**src/rtl/ofmap_serializer.sv**
```systemverilog
// ofmap_serializer: buffers wide array rows in a small FIFO and streams them out lane 0 first, one lane per cycle (OFMAP_RELU_EN clamps negative lanes to zero at the output)
module ofmap_serializer #(
  parameter int OFMAP_WIDTH = 32,
  parameter int ARRAY_WIDTH = 4,
  parameter int FIFO_DEPTH  = 2
) (
  input  logic                              clk,
  input  logic                              rst_n,
  input  logic [ARRAY_WIDTH*OFMAP_WIDTH-1:0] wide_dat,
  input  logic                              wide_vld,
  output logic                              wide_rdy,
  output logic [OFMAP_WIDTH-1:0]            ofmap_dat,
  output logic                              ofmap_vld,
  input  logic                              ofmap_rdy,
  output logic                              idle
);
  localparam int PW = $clog2(FIFO_DEPTH);
  localparam int LW = $clog2(ARRAY_WIDTH);
  localparam int CW = PW + 1;
  localparam logic [CW-1:0] FULL = CW'(FIFO_DEPTH);
  localparam logic [LW-1:0] LAST = LW'(ARRAY_WIDTH - 1);
  logic [ARRAY_WIDTH*OFMAP_WIDTH-1:0] mem [FIFO_DEPTH];
  logic [PW-1:0] wr_ptr, rd_ptr;
  logic [CW-1:0] count;
  logic [LW-1:0] lane_idx;
  logic [OFMAP_WIDTH-1:0] lane;
  logic push, take, pop;
  // handshake qualifiers; the word pops only when its last lane is taken
  always_comb begin
    wide_rdy = count != FULL;
    ofmap_vld = count != '0;
    idle = count == '0;
    push = wide_vld && wide_rdy;
    take = ofmap_vld && ofmap_rdy;
    pop = take && lane_idx == LAST;
  end
  // lane select from the head entry, optionally clamped as signed
  always_comb begin
    lane = mem[rd_ptr][lane_idx*OFMAP_WIDTH +: OFMAP_WIDTH];
`ifdef OFMAP_RELU_EN
    ofmap_dat = lane[OFMAP_WIDTH-1] ? '0 : lane;
`else
    ofmap_dat = lane;
`endif
  end
  // word storage, written on accepted pushes
  always_ff @(posedge clk or negedge rst_n)
    if (!rst_n)
      for (int i = 0; i < FIFO_DEPTH; i++) mem[i] <= '0;
    else if (push)
      mem[wr_ptr] <= wide_dat;
  // pointers, occupancy and lane position
  always_ff @(posedge clk or negedge rst_n)
    if (!rst_n) begin
      wr_ptr <= '0;
      rd_ptr <= '0;
      count <= '0;
      lane_idx <= '0;
    end else begin
      if (push) wr_ptr <= wr_ptr + 1'b1;
      if (pop) rd_ptr <= rd_ptr + 1'b1;
      if (take) lane_idx <= pop ? '0 : lane_idx + 1'b1;
      count <= push && !pop ? count + 1'b1 : !push && pop ? count - 1'b1 : count;
    end
endmodule

```
**config.mk**
```make
export PLATFORM = sky130hd
export DESIGN_NAME = ofmap_serializer
export DESIGN_NICKNAME = d
export VERILOG_FILES = /design/src/rtl/ofmap_serializer.sv
export SDC_FILE = /design/constraint.sdc
export NUM_CORES = 1
export LEC_CHECK = 0
export ABC_AREA = 1
export CORE_UTILIZATION = 50
export DETAILED_ROUTE_END_ITERATION = 8
export PLACE_DENSITY = 0.73
export SYNTH_ARGS = -nofsm -noshare
export SYNTH_HDL_FRONTEND = slang
export SYNTH_SLANG_ARGS = --single-unit
```
**constraint.sdc**
```tcl
create_clock -name clk -period 1.91 [get_ports clk]
set_clock_uncertainty 0.2 [all_clocks]
set_input_delay 0.573 -clock clk [delete_from_list [all_inputs] [get_ports clk]]
set_output_delay 0.573 -clock clk [all_outputs]
set_load 0.005 [all_outputs]
```
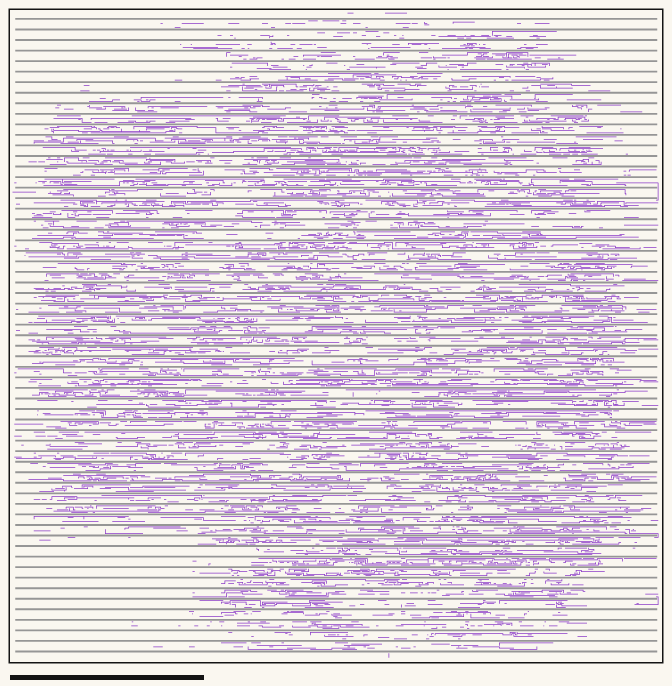
m1.png
Scale bar: 50 um. Supply wires on this layer in gray.
The layer carries 17100 um of wire. 2040 nets have wire on it. The layer holds 42% of the routed length. The longest straight run is 64.4 um.

==> Implementation_results.wiki <==
== Flow metrics ==
{| class="wikitable"
! Metric !! Value
|-
| Reg2reg end || count[1]
|-
| Longest individual stage delay on the worst path || 0.57 ns
|-
| Number of logic gates || 1079
|-
| Pin count of the biggest net entering global routing || 70
|-
| TritonCTS clock tree || built
|-
| Cells along the critical path || clkinv_8 -> buf_12 -> buf_12 -> buf_6 -> nand2_4 -> nand3_2 -> nand2_2 -> nand2_2 -> nand2_2 -> buf_6
|-
| Violations in the final reports || negative setup slack
|-
| Share of post-route cells with drive strength above 1 || between 20% and 30%
|-
| Antenna viol nets, final || 0
|-
| Crit-path most repeated cell || nand2_2
|-
| Synthesized instance count || approximately 1800
|-
| Fraction of post-synthesis cell area in the top cell type by area || a little under half
|-
| I/O pin cnt || roughly 170
|-
| Worst setup slack after layout || -0.944 ns
|-
| Met1 Wirelength || 17100 um
|-
| Total of fill cells in the finished design || 2077
|-
| PortBufs || 166
|-
| Top Metal Used || met4
|-
| Ys cells || around 1800
|-
| Worst setup EP type || output port
|-
| Comb area || roughly 5700 um2
|-
| Crit path DAT || around 2.1 ns
|-
| Core Footprint || roughly 27000 um2
|-
| Setup violation total in the final timing report || 37
|-
| Synthesized netlist net count || between 1500 and 2000
|-
| Clock power share || 16.5%
|-
| GR Overflow Total || 0
|-
| Clk sinks || 262
|-
| Path depth of the worst reg2reg path || 8
|-
| Net switching share of the total power || 41.8%
|-
| CTS resizes || 213
|-
| Startpoint Class || register
|-
| Met3 Resource Use GR || under 10%
|-
| Worst slew margin relative to its limit || about three quarters
|-
| Fraction of the yosys area taken by sequential cells || 47.5%
|-
| Number of enable-type register cells in the synthesized netlist || 0
|-
| CP Buf/Inv Count || 5
|-
| Status || finished, violations left
|-
| Seq area share || between 30% and 40%
|-
| Top achievable clock speed || 350 MHz
|-
| Top cells by instance count after synthesis || nand2_1, inv_1, dfrtp_1, nand3_1, o21ai_1
|}
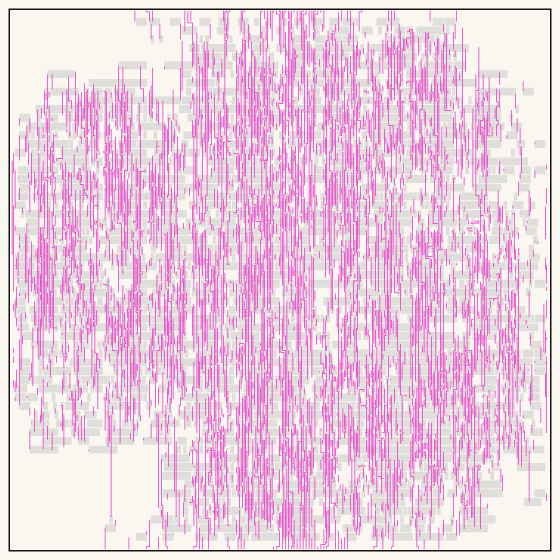
m2.png
The longest straight run is 47.9 um. The layer carries 19500 um of wire.
vias post-DR: 12400
Post-Route WL: 40400 um
GR Layer Usage met2: 47.4%

## cells in the final DEF (no fill, tap or decap), types with 3 or more instances in the layout
cell and count:
buf_12 37, clkbuf_2 15, clkbuf_16 33, o21ai_1 120, buf_16 12, clkbuf_1 4
nand2_2 96, buf_6 27, nand2_1 566, buf_8 3, clkbuf_8 9, dfrtp_1 259
o21ai_0 28, inv_1 387, o21ai_2 110, inv_2 3, nand3_1 84, nand2_4 20
buf_4 67, nand3_2 44, clkdlybuf4s50_1 130, buf_2 13
## state kept, by name, indices dropped and copies added (netlist names)
| signal | flops |
|---|---|
| rd_ptr | 1 |
| lane_idx | 2 |
| count | 2 |
| mem | 256 |
| wr_ptr | 1 |
No activity file was given, so power comes from the tool's default toggle rates.
